layer_met1.png
Cells faint in the background.
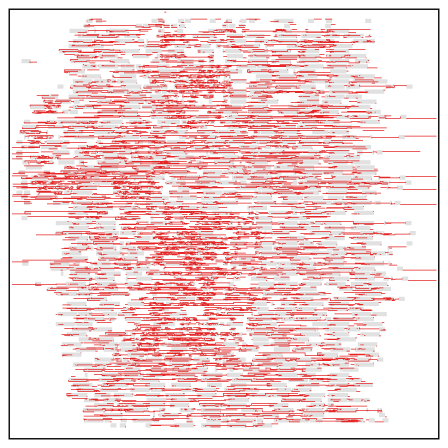
layer_met2.png
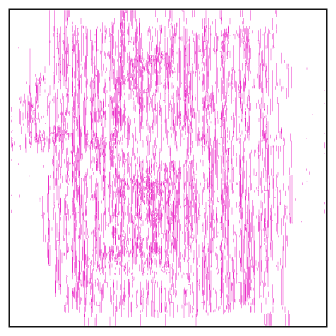
### config.mk
export PLATFORM = sky130hd
export DESIGN_NAME = hls_run_sequencer
export DESIGN_NICKNAME = d
export VERILOG_FILES = /design/src/rtl/hls_run_seq_pkg.sv /design/src/rtl/hls_run_seq_result_fifo.sv /design/src/rtl/hls_run_sequencer.sv
export SDC_FILE = /design/constraint.sdc
export NUM_CORES = 1
export LEC_CHECK = 0
export CAP_MARGIN = 20
export CORE_MARGIN = 3
export CORE_UTILIZATION = 45
export DETAILED_ROUTE_END_ITERATION = 10
export GPL_TIMING_DRIVEN = 0
export HOLD_SLACK_MARGIN = 0.12
export PLACE_DENSITY = 0.65
export REMOVE_ABC_BUFFERS = 1
export SLEW_MARGIN = 20
export SYNTH_ARGS = -nofsm -noshare
export SYNTH_HDL_FRONTEND = slang
export SYNTH_SLANG_ARGS = --single-unit
### constraint.sdc
create_clock -name clock -period 11.9 [get_ports clock]
set_input_delay 3.57 -clock clock [delete_from_list [all_inputs] [get_ports clock]]
set_output_delay 3.57 -clock clock [all_outputs]
set_load 0.01 [all_outputs]
### src/rtl/hls_run_seq_pkg.sv
// Shared types for the HLS run sequencer: FSM states, record status codes and
// the record width helper.
package hls_run_seq_pkg;

  typedef enum logic [2:0] {
    IDLE,
    RST,
    START,
    WAIT,
    RECORD,
    NEXT,
    DONE
  } state_t;

  localparam logic [1:0] STATUS_FAIL    = 2'b00;
  localparam logic [1:0] STATUS_PASS    = 2'b01;
  localparam logic [1:0] STATUS_TIMEOUT = 2'b10;

  function automatic int rec_width(input int run_w, input int cnt_w);
    return 2 + run_w + cnt_w;
  endfunction

endpackage

### src/rtl/hls_run_seq_result_fifo.sv
// First-word-fall-through result FIFO; a push while full is accepted only
// together with a pop in the same cycle.
module hls_run_seq_result_fifo #(
  parameter int WIDTH = 50,
  parameter int DEPTH = 8
) (
  input  logic             clock,
  input  logic             reset,
  input  logic             push,
  input  logic [WIDTH-1:0] push_data,
  output logic             full,
  input  logic             pop,
  output logic             empty,
  output logic [WIDTH-1:0] pop_data
);

  localparam int AW = (DEPTH > 1) ? $clog2(DEPTH) : 1;

  logic [AW:0]      wr_ptr_reg;
  logic [AW:0]      rd_ptr_reg;
  logic [WIDTH-1:0] mem [DEPTH];
  logic             do_push;
  logic             do_pop;

  // Extra pointer bit separates full from empty when the indices coincide.
  assign empty   = (wr_ptr_reg == rd_ptr_reg);
  assign full    = (wr_ptr_reg[AW] != rd_ptr_reg[AW]) &&
                   (wr_ptr_reg[AW-1:0] == rd_ptr_reg[AW-1:0]);
  assign do_pop  = pop && !empty;
  assign do_push = push && (!full || do_pop);

  always_ff @(posedge clock or negedge reset) begin
    if (!reset) begin
      wr_ptr_reg <= '0;
      rd_ptr_reg <= '0;
    end else begin
      if (do_push) wr_ptr_reg <= wr_ptr_reg + 1'b1;
      if (do_pop)  rd_ptr_reg <= rd_ptr_reg + 1'b1;
    end
  end

  always_ff @(posedge clock) begin
    if (do_push) mem[wr_ptr_reg[AW-1:0]] <= push_data;
  end

  assign pop_data = empty ? '0 : mem[rd_ptr_reg[AW-1:0]];

endmodule

### src/rtl/hls_run_sequencer.sv
// Runs an HLS accelerator cfg_num_runs times, timing each run and queueing one
// result record per run. Define HLS_RUN_SEQUENCER_STATS_EN for min/max latency outputs.
module hls_run_sequencer
  import hls_run_seq_pkg::*;
#(
  parameter int CNT_W      = 32,
  parameter int RUN_W      = 16,
  parameter int TIMEOUT    = 200000000,
  parameter int RST_CYCLES = 2,
  parameter int RES_DEPTH  = 8
) (
  input  logic                                 clock,
  input  logic                                 reset,
  input  logic                                 go,
  input  logic [RUN_W-1:0]                     cfg_num_runs,
  output logic                                 dut_reset,
  output logic                                 dut_start_port,
  input  logic                                 dut_done_port,
  input  logic                                 dut_success,
  output logic                                 res_valid,
  input  logic                                 res_ready,
  output logic [rec_width(RUN_W, CNT_W)-1:0]   res_data,
  output logic                                 busy,
  output logic                                 all_done,
  output logic [RUN_W-1:0]                     fail_count
`ifdef HLS_RUN_SEQUENCER_STATS_EN
  ,
  output logic [CNT_W-1:0]                     stat_min_cycles,
  output logic [CNT_W-1:0]                     stat_max_cycles
`endif
);

  localparam int              REC_W     = rec_width(RUN_W, CNT_W);
  localparam int              RC_W      = (RST_CYCLES > 1) ? $clog2(RST_CYCLES) : 1;
  localparam logic [RC_W-1:0] RC_LAST   = RC_W'(RST_CYCLES - 1);
  localparam logic [CNT_W:0]  TIMEOUT_X = (CNT_W + 1)'(TIMEOUT);

  state_t            state_reg, state_next;
  logic [RC_W-1:0]   rst_cnt_reg, rst_cnt_next;
  logic [CNT_W-1:0]  cnt_reg, cnt_next;
  logic [RUN_W-1:0]  run_idx_reg, run_idx_next;
  logic [RUN_W-1:0]  num_runs_reg, num_runs_next;
  logic [RUN_W-1:0]  fail_count_reg, fail_count_next;
  logic [1:0]        rec_status_reg, rec_status_next;
  logic [CNT_W-1:0]  rec_cycles_reg, rec_cycles_next;

  logic              go_accept;
  logic              push;
  logic              fifo_full;
  logic              fifo_empty;
  logic [CNT_W:0]    cnt_plus;
  logic [CNT_W-1:0]  cnt_sat;
  logic [RUN_W-1:0]  run_idx_inc;
  logic [1:0]        done_status;

  assign go_accept   = go && ((state_reg == IDLE) || (state_reg == DONE));
  assign push        = (state_reg == RECORD) && (!fifo_full || res_ready);
  assign cnt_plus    = {1'b0, cnt_reg} + 1'b1;
  assign cnt_sat     = cnt_plus[CNT_W] ? '1 : cnt_plus[CNT_W-1:0];
  assign run_idx_inc = run_idx_reg + 1'b1;
  assign done_status = dut_success ? STATUS_PASS : STATUS_FAIL;

  always_ff @(posedge clock or negedge reset) begin
    if (!reset) begin
      state_reg      <= IDLE;
      rst_cnt_reg    <= '0;
      cnt_reg        <= '0;
      run_idx_reg    <= '0;
      num_runs_reg   <= '0;
      fail_count_reg <= '0;
      rec_status_reg <= STATUS_FAIL;
      rec_cycles_reg <= '0;
    end else begin
      state_reg      <= state_next;
      rst_cnt_reg    <= rst_cnt_next;
      cnt_reg        <= cnt_next;
      run_idx_reg    <= run_idx_next;
      num_runs_reg   <= num_runs_next;
      fail_count_reg <= fail_count_next;
      rec_status_reg <= rec_status_next;
      rec_cycles_reg <= rec_cycles_next;
    end
  end

  always_comb begin
    state_next      = state_reg;
    rst_cnt_next    = rst_cnt_reg;
    cnt_next        = cnt_reg;
    run_idx_next    = run_idx_reg;
    num_runs_next   = num_runs_reg;
    fail_count_next = fail_count_reg;
    rec_status_next = rec_status_reg;
    rec_cycles_next = rec_cycles_reg;
    case (state_reg)
      IDLE, DONE: begin
        if (go_accept) begin
          num_runs_next   = cfg_num_runs;
          run_idx_next    = '0;
          fail_count_next = '0;
          rst_cnt_next    = '0;
          state_next      = (cfg_num_runs == '0) ? DONE : RST;
        end
      end
      RST: begin
        if (rst_cnt_reg == RC_LAST) begin
          rst_cnt_next = '0;
          state_next   = START;
        end else begin
          rst_cnt_next = rst_cnt_reg + 1'b1;
        end
      end
      START: begin
        cnt_next = CNT_W'(1);
        if (dut_done_port) begin
          rec_status_next = done_status;
          rec_cycles_next = CNT_W'(1);
          state_next      = RECORD;
        end else begin
          state_next = WAIT;
        end
      end
      WAIT: begin
        cnt_next = cnt_sat;
        // Done takes priority over a timeout landing on the same cycle.
        if (dut_done_port) begin
          rec_status_next = done_status;
          rec_cycles_next = cnt_sat;
          state_next      = RECORD;
        end else if (cnt_plus > TIMEOUT_X) begin
          rec_status_next = STATUS_TIMEOUT;
          rec_cycles_next = CNT_W'(TIMEOUT);
          state_next      = RECORD;
        end
      end
      RECORD: begin
        if (push) begin
          if ((rec_status_reg != STATUS_PASS) && (fail_count_reg != '1))
            fail_count_next = fail_count_reg + 1'b1;
          state_next = (rec_status_reg == STATUS_TIMEOUT) ? DONE : NEXT;
        end
      end
      NEXT: begin
        run_idx_next = run_idx_inc;
        state_next   = (run_idx_inc == num_runs_reg) ? DONE : RST;
      end
      default: state_next = IDLE;
    endcase
  end

  // Decoded straight from state so an asynchronous reset drops dut_reset at once.
  always_comb begin
    dut_reset      = 1'b0;
    dut_start_port = 1'b0;
    busy           = 1'b0;
    all_done       = 1'b0;
    case (state_reg)
      RST:                 busy = 1'b1;
      START:               begin dut_reset = 1'b1; dut_start_port = 1'b1; busy = 1'b1; end
      WAIT, RECORD, NEXT:  begin dut_reset = 1'b1; busy = 1'b1; end
      DONE:                all_done = 1'b1;
      default:             ;
    endcase
  end

  assign fail_count = fail_count_reg;
  assign res_valid  = !fifo_empty;

  hls_run_seq_result_fifo #(
    .WIDTH (REC_W),
    .DEPTH (RES_DEPTH)
  ) u_result_fifo (
    .clock     (clock),
    .reset     (reset),
    .push      (push),
    .push_data ({rec_status_reg, run_idx_reg, rec_cycles_reg}),
    .full      (fifo_full),
    .pop       (res_ready),
    .empty     (fifo_empty),
    .pop_data  (res_data)
  );

`ifdef HLS_RUN_SEQUENCER_STATS_EN
  logic [CNT_W-1:0] stat_min_reg;
  logic [CNT_W-1:0] stat_max_reg;

  always_ff @(posedge clock or negedge reset) begin
    if (!reset) begin
      stat_min_reg <= '0;
      stat_max_reg <= '0;
    end else if (go_accept) begin
      stat_min_reg <= '1;
      stat_max_reg <= '0;
    end else if (push && (rec_status_reg != STATUS_TIMEOUT)) begin
      if (rec_cycles_reg < stat_min_reg) stat_min_reg <= rec_cycles_reg;
      if (rec_cycles_reg > stat_max_reg) stat_max_reg <= rec_cycles_reg;
    end
  end

  assign stat_min_cycles = stat_min_reg;
  assign stat_max_cycles = stat_max_reg;
`endif

endmodule

==> flow_metrics.env <==
# yosys + openroad results
export IMPL_vias_per_cell=5.699
export IMPL_mux_share_pct=13.39
export IMPL_synth_main_ff_cell="sky130_fd_sc_hd__edfxtp_1"
export IMPL_openroad_warnings=26
export IMPL_cts_reportedPaths_clkPinSlew_ps=60
export IMPL_worst_pin_slew_ps=1018
export IMPL_grt_max_degree=70
export IMPL_final_setup_skew_ps=7.765
export IMPL_post_synth_and_or_nand_nor_area_fraction_pct=8.314
export IMPL_fp_dieArea_um2=52990
export IMPL_critPathCaptureType="primary output"
export IMPL_top_power_group="registers"
export IMPL_power_switching_mw=1.811
export IMPL_final_cell_count_no_fill=2304
export IMPL_overflow=0
export IMPL_min_from="u_result_fifo.rd_ptr_reg[3]"
export IMPL_first_global_vias=13120
export IMPL_synth_cellmix_compoundShare_pct=6.085
export IMPL_yosys_register_bits=526
export IMPL_netlist_instances=1490
export IMPL_seq_area_frac_synth_pct=67.04
export IMPL_fillCellCount=3994
export IMPL_post_route_period_util_pct=57.51
export IMPL_core_area_um2=49250
export IMPL_combPwrFrac_pct=32.0
export IMPL_holdPathEnd="u_result_fifo.rd_ptr_reg[3]"
export IMPL_clk_latency_ps=570
export IMPL_run_status="finished clean"
export IMPL_first_pass_grt_wire_length_mm=76.72
export IMPL_clock_net_power_mw=1.61
export IMPL_yosys_dominant_comb_family="multiplexers"
export IMPL_ys_sh_xor_pct=2.788
export IMPL_crit_buf_inv=3
export IMPL_fp_utilization_pct=45.92
export IMPL_die_h_um=230.2
export IMPL_switching_share_pct=30.53
export IMPL_clkSinkCount=526
export IMPL_hold_path_class="reg2reg"
Notes on layer_met1.png above:
wire length on this layer: 21.9 mm
longest straight run: 60.3 um
nets with wire on the layer: 1,535

Notes on layer_met2.png above:
main direction: vertical
share of all routed wire: 49%

## layer usage
metal	share of wire, %	global-route usage (%)
met1	45	26.65
met2	49	30.16
met3	4.8	2.577
met4	1.4	3.624
met5	0	0
## placed cells by master, fill, tap and decap left out, types with 9 or more instances in the layout
master / instances
sky130_fd_sc_hd__clkinv_2: 11
sky130_fd_sc_hd__dfrtp_1: 122
sky130_fd_sc_hd__o2bb2ai_1: 10
sky130_fd_sc_hd__nor3_1: 25
sky130_fd_sc_hd__and3_1: 12
sky130_fd_sc_hd__nand2_1: 106
sky130_fd_sc_hd__mux4_2: 100
sky130_fd_sc_hd__clkbuf_16: 51
sky130_fd_sc_hd__o21ai_0: 58
sky130_fd_sc_hd__mux2_2: 20
sky130_fd_sc_hd__a22oi_1: 10
sky130_fd_sc_hd__mux2i_1: 55
sky130_fd_sc_hd__edfxtp_1: 400
sky130_fd_sc_hd__buf_4: 37
sky130_fd_sc_hd__nor2_1: 113
sky130_fd_sc_hd__clkbuf_1: 11
sky130_fd_sc_hd__or2_2: 9
sky130_fd_sc_hd__xnor2_1: 41
sky130_fd_sc_hd__nand3_1: 35
sky130_fd_sc_hd__buf_16: 9
sky130_fd_sc_hd__xor2_1: 31
sky130_fd_sc_hd__a21o_1: 9
sky130_fd_sc_hd__a21oi_1: 44
sky130_fd_sc_hd__clkdlybuf4s50_1: 91
sky130_fd_sc_hd__inv_1: 19
sky130_fd_sc_hd__and2_1: 11
sky130_fd_sc_hd__nand4_1: 13
sky130_fd_sc_hd__nor4_1: 12
## layout make-up
cell class | count | share of cell area [%]
sequential | 526 | 57.30
timing repair buffer | 155 | 6.330
clock buffer | 63 | 5.026
inverter | 19 | 0.2692
tap | 664 | 3.137
multi-input combinational | 848 | 26.69
clock inverter | 29 | 1.252
